Fig. 1: cells by drive strength
Scale bar: 20 µm.
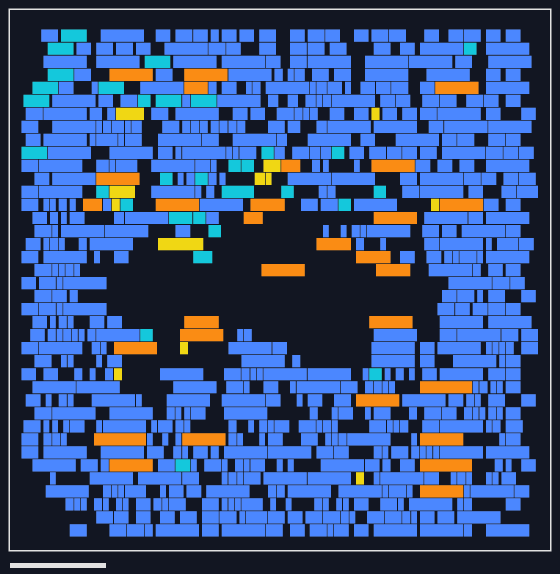
Fig. 2: the clock network
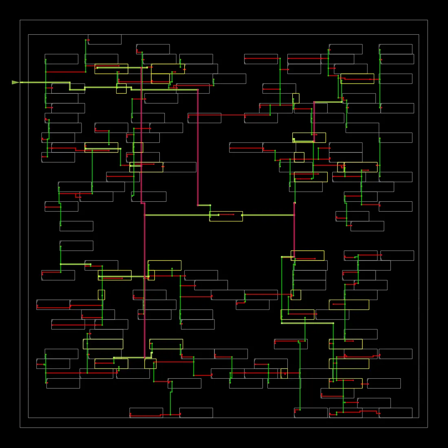
Fig. 3: I/O pins on the die edge
Pins as bars across the die edge, other pins in gray.
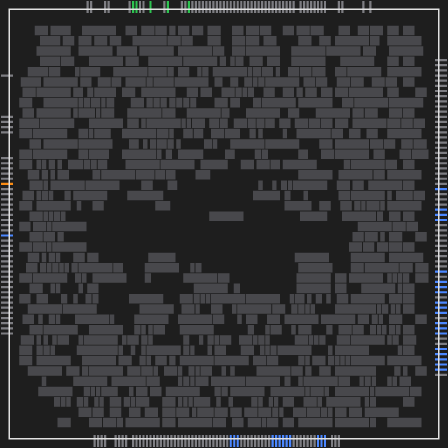
Fig. 4: clock distribution
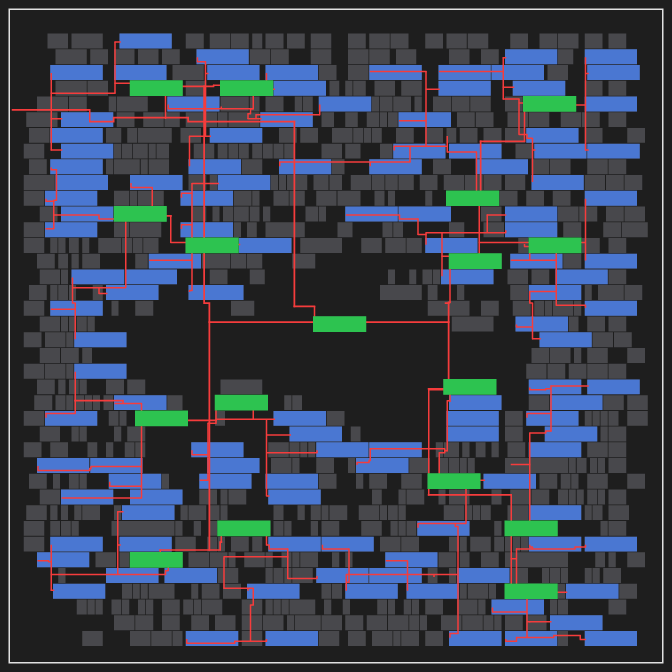
File: src/rtl/regfile_pkg.sv
// Shared definitions for the register-file initiator: default geometry,
// controller state encoding and the payload returned for write acknowledges.
package regfile_pkg;

    // Default register-file geometry (32 x 32-bit).
    localparam int unsigned DefDataW   = 32;
    localparam int unsigned DefAddrW   = 5;
    localparam int unsigned DefNumRegs = 32;

    // Controller states.
    typedef enum logic [2:0] {
        StClear,
        StIdle,
        StWrite,
        StRead,
        StResp
    } masterState_e;

    // Data returned on both response lanes for a write acknowledge.
    localparam int unsigned WrAckData = 0;

endpackage

File: src/rtl/regfile_master.sv
// Initiator-side controller for the register file. Optionally zeroes every
// register after reset, then serves one read or write request at a time from
// a valid/ready request channel and returns the result on a valid/ready
// response channel. All register-file and response outputs are registered.
module regfile_master
    import regfile_pkg::*;
#(
    parameter int unsigned DATA_W         = DefDataW,
    parameter int unsigned ADDR_W         = DefAddrW,
    parameter int unsigned NUM_REGS       = DefNumRegs,
    parameter bit          CLEAR_ON_RESET = 1'b1
) (
    input  logic              clk,
    input  logic              rst,

    // Request channel
    input  logic              req_valid,
    output logic              req_ready,
    input  logic              req_write,
    input  logic [ADDR_W-1:0] req_addr_a,
    input  logic [ADDR_W-1:0] req_addr_b,
    input  logic [DATA_W-1:0] req_wdata,

    // Response channel
    output logic              rsp_valid,
    input  logic              rsp_ready,
    output logic [DATA_W-1:0] rsp_data_a,
    output logic [DATA_W-1:0] rsp_data_b,

    output logic              busy,

    // Register-file side
    output logic              rf_we,
    output logic [ADDR_W-1:0] rf_waddr,
    output logic [DATA_W-1:0] rf_wdata,
    output logic [ADDR_W-1:0] rf_raddr_a,
    output logic [ADDR_W-1:0] rf_raddr_b,
    input  logic [DATA_W-1:0] rf_rdata_a,
    input  logic [DATA_W-1:0] rf_rdata_b
);

    localparam masterState_e ResetState = CLEAR_ON_RESET ? StClear : StIdle;
    localparam logic [ADDR_W-1:0] LastReg = ADDR_W'(NUM_REGS - 1);
    localparam logic [DATA_W-1:0] AckData = DATA_W'(WrAckData);

    masterState_e      stateQ, stateD;
    logic [ADDR_W-1:0] clrCntQ, clrCntD;
    logic              weQ, weD;
    logic [ADDR_W-1:0] waddrQ, waddrD;
    logic [DATA_W-1:0] wdataQ, wdataD;
    logic [ADDR_W-1:0] raddrAQ, raddrAD;
    logic [ADDR_W-1:0] raddrBQ, raddrBD;
    logic              rspValidQ, rspValidD;
    logic [DATA_W-1:0] rspDataAQ, rspDataAD;
    logic [DATA_W-1:0] rspDataBQ, rspDataBD;

    // Next-state and registered-output logic for the controller FSM.
    always_comb begin
        stateD    = stateQ;
        clrCntD   = clrCntQ;
        weD       = 1'b0;
        waddrD    = waddrQ;
        wdataD    = wdataQ;
        raddrAD   = raddrAQ;
        raddrBD   = raddrBQ;
        rspValidD = rspValidQ;
        rspDataAD = rspDataAQ;
        rspDataBD = rspDataBQ;

        unique case (stateQ)
            StClear: begin
                weD     = 1'b1;
                waddrD  = clrCntQ;
                wdataD  = '0;
                clrCntD = clrCntQ + ADDR_W'(1);
                // Stop on the last register rather than wrapping the counter.
                if (clrCntQ == LastReg) begin
                    clrCntD = '0;
                    stateD  = StIdle;
                end
            end

            StIdle: begin
                if (req_valid) begin
                    if (req_write) begin
                        weD    = 1'b1;
                        waddrD = req_addr_a;
                        wdataD = req_wdata;
                        stateD = StWrite;
                    end else begin
                        raddrAD = req_addr_a;
                        raddrBD = req_addr_b;
                        stateD  = StRead;
                    end
                end
            end

            StWrite: begin
                rspDataAD = AckData;
                rspDataBD = AckData;
                rspValidD = 1'b1;
                stateD    = StResp;
            end

            // Register-file read is combinational; capture at the end of this cycle.
            StRead: begin
                rspDataAD = rf_rdata_a;
                rspDataBD = rf_rdata_b;
                rspValidD = 1'b1;
                stateD    = StResp;
            end

            StResp: begin
                if (rsp_ready) begin
                    rspValidD = 1'b0;
                    stateD    = StIdle;
                end
            end

            default: begin
                stateD = ResetState;
            end
        endcase
    end

    // State, clear counter and output registers; reset aborts any transaction.
    always_ff @(posedge clk or negedge rst) begin
        if (!rst) begin
            stateQ    <= ResetState;
            clrCntQ   <= '0;
            weQ       <= 1'b0;
            waddrQ    <= '0;
            wdataQ    <= '0;
            raddrAQ   <= '0;
            raddrBQ   <= '0;
            rspValidQ <= 1'b0;
            rspDataAQ <= '0;
            rspDataBQ <= '0;
        end else begin
            stateQ    <= stateD;
            clrCntQ   <= clrCntD;
            weQ       <= weD;
            waddrQ    <= waddrD;
            wdataQ    <= wdataD;
            raddrAQ   <= raddrAD;
            raddrBQ   <= raddrBD;
            rspValidQ <= rspValidD;
            rspDataAQ <= rspDataAD;
            rspDataBQ <= rspDataBD;
        end
    end

    assign req_ready  = (stateQ == StIdle);
    assign busy       = (stateQ == StClear);
    assign rf_we      = weQ;
    assign rf_waddr   = waddrQ;
    assign rf_wdata   = wdataQ;
    assign rf_raddr_a = raddrAQ;
    assign rf_raddr_b = raddrBQ;
    assign rsp_valid  = rspValidQ;
    assign rsp_data_a = rspDataAQ;
    assign rsp_data_b = rspDataBQ;

    // A stalled response must keep its payload until it is consumed.
    rspStable: assert property (@(posedge clk) disable iff (!rst)
        (rspValidQ && !rsp_ready) |=> (rspValidQ && $stable(rspDataAQ) && $stable(rspDataBQ)));

endmodule

File: config.mk
export PLATFORM = sky130hd
export DESIGN_NAME = regfile_master
export DESIGN_NICKNAME = d
export VERILOG_FILES = /design/src/rtl/regfile_pkg.sv /design/src/rtl/regfile_master.sv
export SDC_FILE = /design/constraint.sdc
export NUM_CORES = 1
export LEC_CHECK = 0
export CAP_MARGIN = 40
export CORE_MARGIN = 2
export CORE_UTILIZATION = 41
export DETAILED_ROUTE_END_ITERATION = 8
export PLACE_DENSITY = 0.83
export SLEW_MARGIN = 0
export SYNTH_ARGS = -nofsm -noshare
export SYNTH_HDL_FRONTEND = slang
export SYNTH_SLANG_ARGS = --single-unit
File: constraint.sdc
create_clock -name clk -period 2.1 [get_ports clk]
set_clock_uncertainty 0.1 [all_clocks]
set_input_delay 0.63 -clock clk [delete_from_list [all_inputs] [get_ports clk]]
set_output_delay 0.63 -clock clk [all_outputs]
set_load 0.02 [all_outputs]
==> tab_implementation.tex <==
% Synthesis and place-and-route results
\begin{tabular}{lr}
\hline
Metric & Value \\
\hline
\multicolumn{2}{l}{\textbf{Flow run}} \\
Tool warning count & 28 \\
\multicolumn{2}{l}{\textbf{Floorplan}} \\
Area of the placeable core & between 0.01 and 0.015 mm² \\
Starting density of the core & a little over two fifths \\
Die Span Y & 112.8 µm \\
I/O pin count & about 230 \\
\multicolumn{2}{l}{\textbf{Routing}} \\
Detailed-routing iteration count for the pre-antenna-repair pass & 4 \\
Drt wl/cell & 16.20 µm \\
Post-route DRC violation count & 0 \\
Post-DRT Antenna Nets & 0 \\
Per-cell via count in the routed design & between 5 and 6 \\
\multicolumn{2}{l}{\textbf{Clock network}} \\
Clock tree from TritonCTS & yes \\
Root Buffer Master & clkbuf\_16 \\
Num CTS Buffers & 17 \\
Bufs on Longest Clock Path & 2 \\
Worst-path clk slew & about 0.05 ns \\
Maximum level of the CTS H-tree & 4 \\
\multicolumn{2}{l}{\textbf{Worst setup path}} \\
Critical Path Start Type & flip-flop \\
Crit path kind & flip-flop to output pin \\
Top fanout value on the critical path & 2 \\
CP Launch Point & stateQ[2] \\
\multicolumn{2}{l}{\textbf{STA}} \\
Max Clk Rate & around 480 MHz \\
Final Critical Period & between 2 and 2.5 ns \\
Hold violation count in the final report & 0 \\
Transition at the pin with the smallest max-transition slack & roughly 0.58 ns \\
Slew HR & 61.25\% \\
\multicolumn{2}{l}{\textbf{Synth}} \\
Xor-xnor portion of the synthesized cell area & 0\% \\
Total cell area reported by yosys after synthesis & around 0.0049 mm² \\
Share of the synthesized area in the top cell type & 62.37\% \\
Distinct cells, synth & 36 \\
Adder-Cell Fraction of Synth Area & 0.5155\% \\
Multiplexer share & 4.124\% \\
Number of cells produced by synthesis & approximately 460 \\
Fraction of registers with async set or reset after synthesis & 100.0\% \\
Synth area leader & dfrtp\_1 \\
\multicolumn{2}{l}{\textbf{Layout}} \\
Most common cell after layout, fill and taps aside & nand2\_1 \\
Tally of filler cells in the layout & $\sim$860 \\
Net total in the final layout & between 800 and 900 \\
Area used by sequential logic in the layout & between 0.003 and 0.004 mm² \\
\multicolumn{2}{l}{\textbf{Run status}} \\
Result of the run & finished clean \\
\multicolumn{2}{l}{\textbf{Hold path}} \\
Classification of the worst-slack hold path & flip-flop to flip-flop \\
\multicolumn{2}{l}{\textbf{Placement}} \\
Total of buffers placed on input and output ports & 225 \\
Worst slack after detailed placement & -0.08111 ns \\
Total cell area at the placement stage & roughly 0.0073 mm² \\
\multicolumn{2}{l}{\textbf{GRT}} \\
Total gr overflow & 0 \\
Initial antenna violation count & 0 \\
\multicolumn{2}{l}{\textbf{Pwr}} \\
Standby leakage power & around 0.0039 µW \\
\hline
\end{tabular}
About Fig. 1:
color	size	cells	most used
cyan	drive 3 to 4	31	buf_4
orange	drive 6 and up	29	clkbuf_16
blue	drive 1 or less	629	nand2_1
yellow	drive 2	12	clkinv_2
PnR worst setup slack: 0.003774 ns
area overhead of the layout relative to synthesis: 60.67%
post-route cell area: 0.007800 mm²

About Fig. 2:
TritonCTS Sinks: 121
Clk power: 2880 µW
clock latency on the worst-skew pair: 0.41 ns
sequential cell count: 121
total of clock buffers placed in the layout: 18

About Fig. 3:
color	port	pins	direction	edge
orange	`rsp_valid`	1	output	left
blue	`rsp_data_a`	32	output	19 right, 12 bottom, 1 left
green	`rf_raddr_a`	5	output	top
all pins by edge	67 bottom, 62 right, 57 top, 40 left

About Fig. 4:
[red] clock wires | length: 1,420 µm
[blue] flip-flops | count: 121
[green] cells driving clock nets | count: 17
routed clock nets	18
flops lie	all over the die

## metal layers
layer | GRT usage (%) | part of all wire (%)
met1 | 25.43 | 39
met2 | 37.88 | 51
met5 | 0 | 0
met4 | 10.89 | 3.3
met3 | 6.320 | 6.8
## where the power goes
part	leakage [µW]	internal [µW]	total [µW]	switching [µW]
registers	0.00158	3140	3590	452
clock network	0.000283	1880	2880	1010
logic	0.00207	1770	4350	2580
total	0.00392	6790	10800	4030
## cells by family (layout without fill, tap and decap cells)
family,count (synthesis),after routing
multiplexers,15,15
buffers and inverters,45,287
AND-OR/OR-AND,116,116
adder cells (fa/ha/maj),2,2
AND/OR/NAND/NOR,160,160
flip-flops,121,121
## critical path: stages (launching register included)
cell and delay, ns:
dfrtp_1 0.38, or3_4 0.41, clkinv_2 0.07, buf_6 0.11
## what timing repair did
action,in CTS,in global routing
buffers inserted,0,0
hold buffers,1,0
endpoints found under the setup margin,110,7
pin swaps,0,0
resized,120,7
hold endpoints to repair,9,0
## flip-flops by register name (all words and copies together), names as in the netlist
register	cells
rsp_valid	1
rf_wdata	32
stateQ	3
rsp_data_a	32
clrCntQ	5
rsp_data_b	32
rf_waddr	5
rf_we	1
rf_raddr_b	5
rf_raddr_a	5
## through the flow
step,setup TNS (ns),std cells,total power [µW]
after floorplan,0,459,6086
after global placement,-0.08671,812,8275
after detailed placement,-0.1305,812,8454
after CTS,-0.009673,844,10900
after global routing,-0.06465,844,11440
final,0,844,10820
## cell type report
type	count	area share, %
inverter	12	0.5935
timing repair buffer	244	30.03
clock buffer	18	5.630
multi-input combinational	293	20.64
sequential	121	38.84
clock inverter	13	1.973
tap	143	2.294
Power is estimated from default activity; no workload was simulated.
